===== config.mk =====
export PLATFORM = sky130hd
export DESIGN_NAME = mult_accumulator
export DESIGN_NICKNAME = d
export VERILOG_FILES = /design/src/rtl/mult_acc_pkg.sv /design/src/rtl/sat_adder.sv /design/src/rtl/mult_accumulator.sv
export SDC_FILE = /design/constraint.sdc
export NUM_CORES = 1
export LEC_CHECK = 0
export ABC_AREA = 1
export ABC_CLOCK_PERIOD_IN_PS = 3100
export CORE_UTILIZATION = 30
export DETAILED_ROUTE_END_ITERATION = 10
export GPL_ROUTABILITY_DRIVEN = 1
export PLACE_DENSITY = 0.56
export SLEW_MARGIN = 15
export SYNTH_ARGS = -nofsm -noshare
export SYNTH_HDL_FRONTEND = slang
export SYNTH_SLANG_ARGS = --single-unit

===== constraint.sdc =====
create_clock -name clk -period 3.1 [get_ports clk]
set_input_delay 0.775 -clock clk [delete_from_list [all_inputs] [get_ports clk]]
set_output_delay 0.775 -clock clk [all_outputs]
set_load 0.03 [all_outputs]

===== src/rtl/mult_acc_pkg.sv =====
// rtl/mult_acc_pkg.sv - shared state encoding and width defaults for mult_accumulator
package mult_acc_pkg;

  localparam int ACC_W_DEF = 36;
  localparam int CNT_W_DEF = 8;
  localparam int PROD_W    = 32;

  typedef enum logic [1:0] {
    IDLE  = 2'd0,
    ACCUM = 2'd1,
    DONE  = 2'd2
  } acc_state_t;

endpackage


===== src/rtl/sat_adder.sv =====
// rtl/sat_adder.sv - unsigned adder with carry-out detect and optional saturation
module sat_adder #(
  parameter int W = 36
) (
  input  logic [W-1:0] a,
  input  logic [W-1:0] b,
  input  logic         sat_en,
  output logic [W-1:0] sum,
  output logic         ovf
);

  logic [W:0] raw;

  // one extra bit catches the carry; saturate clamps to all-ones, wrap keeps the low W bits
  always_comb begin
    raw = {1'b0, a} + {1'b0, b};
    ovf = raw[W];
    if (raw[W] && sat_en) begin
      sum = {W{1'b1}};
    end else begin
      sum = raw[W-1:0];
    end
  end

endmodule


===== src/rtl/mult_accumulator.sv =====
// rtl/mult_accumulator.sv - sums a counted stream of 32-bit products with wrap or saturate
module mult_accumulator
  import mult_acc_pkg::*;
#(
  parameter int ACC_W = ACC_W_DEF,
  parameter int CNT_W = CNT_W_DEF
) (
  input  logic              clk,
  input  logic              rst_n,
  input  logic              start,
  input  logic [CNT_W-1:0]  len,
  input  logic              sat_en,
  input  logic [PROD_W-1:0] prod,
  input  logic              prod_valid,
  output logic              prod_ready,
  output logic [ACC_W-1:0]  acc_out,
  output logic              out_valid,
  input  logic              out_ready,
  output logic              overflow,
  output logic              busy
);

  acc_state_t       state;
  acc_state_t       state_nxt;
  logic [ACC_W-1:0] acc;
  logic [CNT_W-1:0] count;
  logic [CNT_W-1:0] count_nxt;
  logic [CNT_W-1:0] len_q;
  logic             sat_q;
  logic             ovf_q;
  logic [ACC_W-1:0] add_b;
  logic [ACC_W-1:0] add_sum;
  logic             add_ovf;
  logic             xfer;

  assign xfer      = (state == ACCUM) && prod_valid;
  assign count_nxt = count + CNT_W'(1);
  assign add_b     = ACC_W'(prod);

  sat_adder #(
    .W (ACC_W)
  ) u_sat_adder (
    .a      (acc),
    .b      (add_b),
    .sat_en (sat_q),
    .sum    (add_sum),
    .ovf    (add_ovf)
  );

  // state register
  always_ff @(posedge clk or negedge rst_n) begin
    if (!rst_n) begin
      state <= IDLE;
    end else begin
      state <= state_nxt;
    end
  end

  // next-state: start only counts in IDLE, so a start during the DONE handshake is dropped
  always_comb begin
    state_nxt = state;
    case (state)
      IDLE: begin
        if (start) begin
          state_nxt = (len == '0) ? DONE : ACCUM;
        end
      end
      ACCUM: begin
        if (xfer && (count_nxt == len_q)) begin
          state_nxt = DONE;
        end
      end
      DONE: begin
        if (out_ready) begin
          state_nxt = IDLE;
        end
      end
      default: state_nxt = IDLE;
    endcase
  end

  // datapath: clear and latch run config on start, accumulate on each accepted product
  always_ff @(posedge clk or negedge rst_n) begin
    if (!rst_n) begin
      acc   <= '0;
      count <= '0;
      len_q <= '0;
      sat_q <= 1'b0;
      ovf_q <= 1'b0;
    end else begin
      if ((state == IDLE) && start) begin
        acc   <= '0;
        count <= '0;
        len_q <= len;
        sat_q <= sat_en;
        ovf_q <= 1'b0;
      end else if (xfer) begin
        acc   <= add_sum;
        count <= count_nxt;
        if (add_ovf) begin
          ovf_q <= 1'b1;
        end
      end
    end
  end

  // outputs decode straight from state so reset clears them without waiting for a clock
  always_comb begin
    prod_ready = (state == ACCUM);
    out_valid  = (state == DONE);
    busy       = (state != IDLE);
    acc_out    = acc;
    overflow   = ovf_q;
  end

endmodule


==> Slide: Implementation Results <==
Synthesis and Place & Route Summary

Yosys
  • # Cells Yosys: 847
  • Cells after Synth: 847
  • Most frequent cells after synthesis: 364 x nand2_1, 125 x inv_1, 60 x nor2_1
  • Yosys simple share: 42.7%
  • Mapped cell area: 5170 sq um
  • Synth Flop Type: dfrtp_1
  • Mapped Nets: 927
  • Top-count cell post-synth: nand2_1
  • Top cells by area: dfrtp_1 27%, nand2_1 26%, inv_1 9.1%
  • Xor+xnor area frac: 3.39%
  • Yosys top cell by area: dfrtp_1
  • Synth flops: 56
  • Synth Seq Share: 27.1%

Setup path
  • Reg-to-reg slack, setup: 0.84 ns
  • R2r endpoint: acc_out[29]$_DFFE_PN0P_
  • Crit path to: acc_out[29]$_DFFE_PN0P_
  • Worst EP arrival: 2.92 ns
  • CP required: 3.32 ns

Detailed routing
  • DRT antenna net count: 0
  • Routed wl met3: 621 microns
  • Avg WL per Cell: 12.9 microns
  • M1 WL: 7.21 mm
  • Total Wirelength: 15.0 mm
  • Total number of vias: 5321
  • DRT iter0 DRCs: 251

Global route
  • Grt met3 use: 2.97%
  • Largest net degree at the start of global routing: 33
  • Antenna violations before repair: 0
  • GR met2 Demand/Resource: 30.6%
  • M1 GR Usage: 23.1%
  • Global-route usage over all layers: 17.7%
  • First-pass GRT wire length: 25.1 mm

Timing
  • Least-Margin Pin Slew: 0.761 ns
  • Worst Hold Slack: 0.498 ns
  • Clk_skew: 0.0115 ns
  • Fin Setup TNS: 0 ns
  • Final Max Slew Viols: 0
  • Post-layout min period: 2.71 ns

Pwr
  • Combinational share of power: 66.7%
  • P_clk: 0.640 mW
  • Peak supply drop: 415 uV
  • Net Sw Frac: 51.2%
  • Share of power burned in registers: 22.0%
  • Power in combinational cells: 3.79 mW
  • Seq pwr: 1.25 mW

Run
  • Max Cap Viol: 0

Clock network
  • Number of buffers created by CTS: 5
  • Reg clk slew, reported paths: 0.09 ns
  • # clock sinks: 56
  • Post-cts resize count: 0
  • H-tree levels: 2

Die
  • Row cnt: 47
  • Die H: 133 microns
  • Starting Density: 31.0%
  • Die width: 133 microns
  • Die area: 17800 sq um

Finish
  • Non-clk bufs: 104
  • Nets: 1026
  • Register area: 1400 sq um
  • Sequential cell area share: 21.4%
  • Multi-input gates: 648
  • Comb area: 3210 sq um
  • Layout cells sized above 1: 6.55%
  • Ant diodes: 0
  • Area grow syn2layout: 26.7%
  • Combinational share of cell area: 48.9%

Hold path
  • HP Class: flip-flop to flip-flop
  • Hold path startpoint: len_q[7]$_DFFE_PN0P_

Status
  • Status: finished, final reports clean
==> flip-flops by register name, summed over array words and instances, names as in the netlist <==
| signal | flops |
|---|---|
| overflow | 1 |
| count | 8 |
| sat_q | 1 |
| len_q | 8 |
| state | 2 |
| acc_out | 36 |
==> through the flow <==
stage                     total power, mW  cell area, sq um  instances  util (%)  setup WS (ns)
after floorplan                      3.86              5170        847         -          0.555
after global placement               5.05              6400       1159      38.3         0.0792
after detailed placement             5.06              6400       1159      38.3         0.0278
after CTS                            5.72              6560       1167      39.3          0.371
after global routing                 6.24              6560       1167      39.3          0.200
final                                5.69              6560       1167      39.3          0.393
==> placed cells by master (no fill, tap or decap), types with 3 or more instances in the layout <==
| master | n |
|---|---|
| nor2_2 | 3 |
| nand3_2 | 11 |
| o21bai_1 | 4 |
| inv_2 | 3 |
| nand3_1 | 47 |
| nand3b_1 | 3 |
| nor2_4 | 3 |
| nand4_1 | 4 |
| clkbuf_16 | 5 |
| inv_1 | 125 |
| clkinv_1 | 3 |
| buf_4 | 16 |
| o21ai_0 | 22 |
| nand2_2 | 9 |
| xor2_1 | 3 |
| buf_12 | 3 |
| ha_1 | 33 |
| o22ai_1 | 8 |
| clkdlybuf4s50_1 | 84 |
| nor2_1 | 60 |
| dfrtp_1 | 56 |
| a21oi_1 | 34 |
| xnor2_1 | 17 |
| nor4_1 | 5 |
| nand2_1 | 364 |
| nor3_1 | 9 |
==> critical path, stage by stage <==
cell	delay (ns)
clkdlybuf4s50_1	0.42
ha_1	0.23
fa_1	0.38
nand2_1	0.10
nand3_1	0.09
and2_1	0.17
nand2_1	0.08
nand3_2	0.09
nand2_2	0.09
nand2_4	0.06
nand2_4	0.11
buf_12	0.15
nand3_2	0.06
nand2_1	0.06
nand2_1	0.05
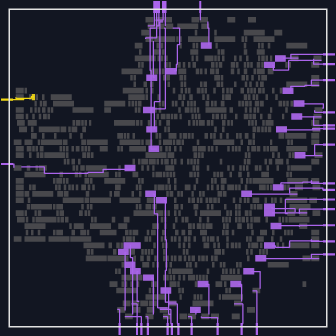
(port wiring)
color	port	bits	direction	edge	end cells	buffers	wire
yellow	`out_valid`	1	output	left	1	1	14.2 microns
purple	`prod`	32	input	14 right, 11 bottom, 6 top, 1 left	33	32	1000 microns
PortBufs: 85
# IOs: 86

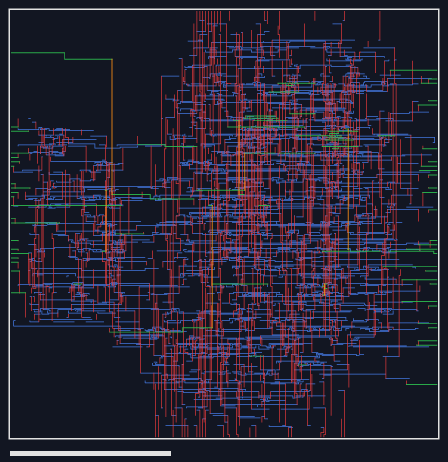
(wiring by layer)
Scale bar: 50 microns.
color	layer	wire length
orange	metal 4	175 microns
red	metal 2	7000 microns
blue	metal 1	7210 microns
green	metal 3	622 microns

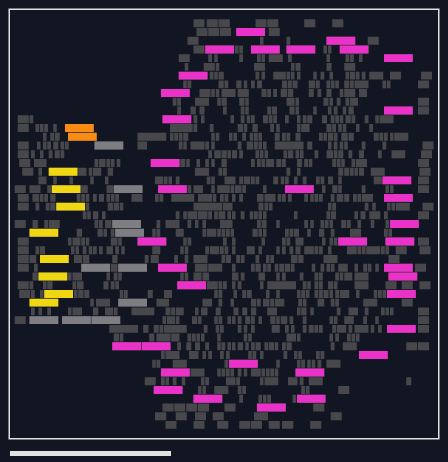
(sequential cells colored by netlist name)
Scale bar: 50 microns. Other sequential cells in the stronger gray, the rest of the logic in the fainter gray.
color	name in the netlist	flops
yellow	`len_q`	8
orange	`state`	2
magenta	`acc_out`	36
not colored	10

Power and IR drop assume default switching activity.
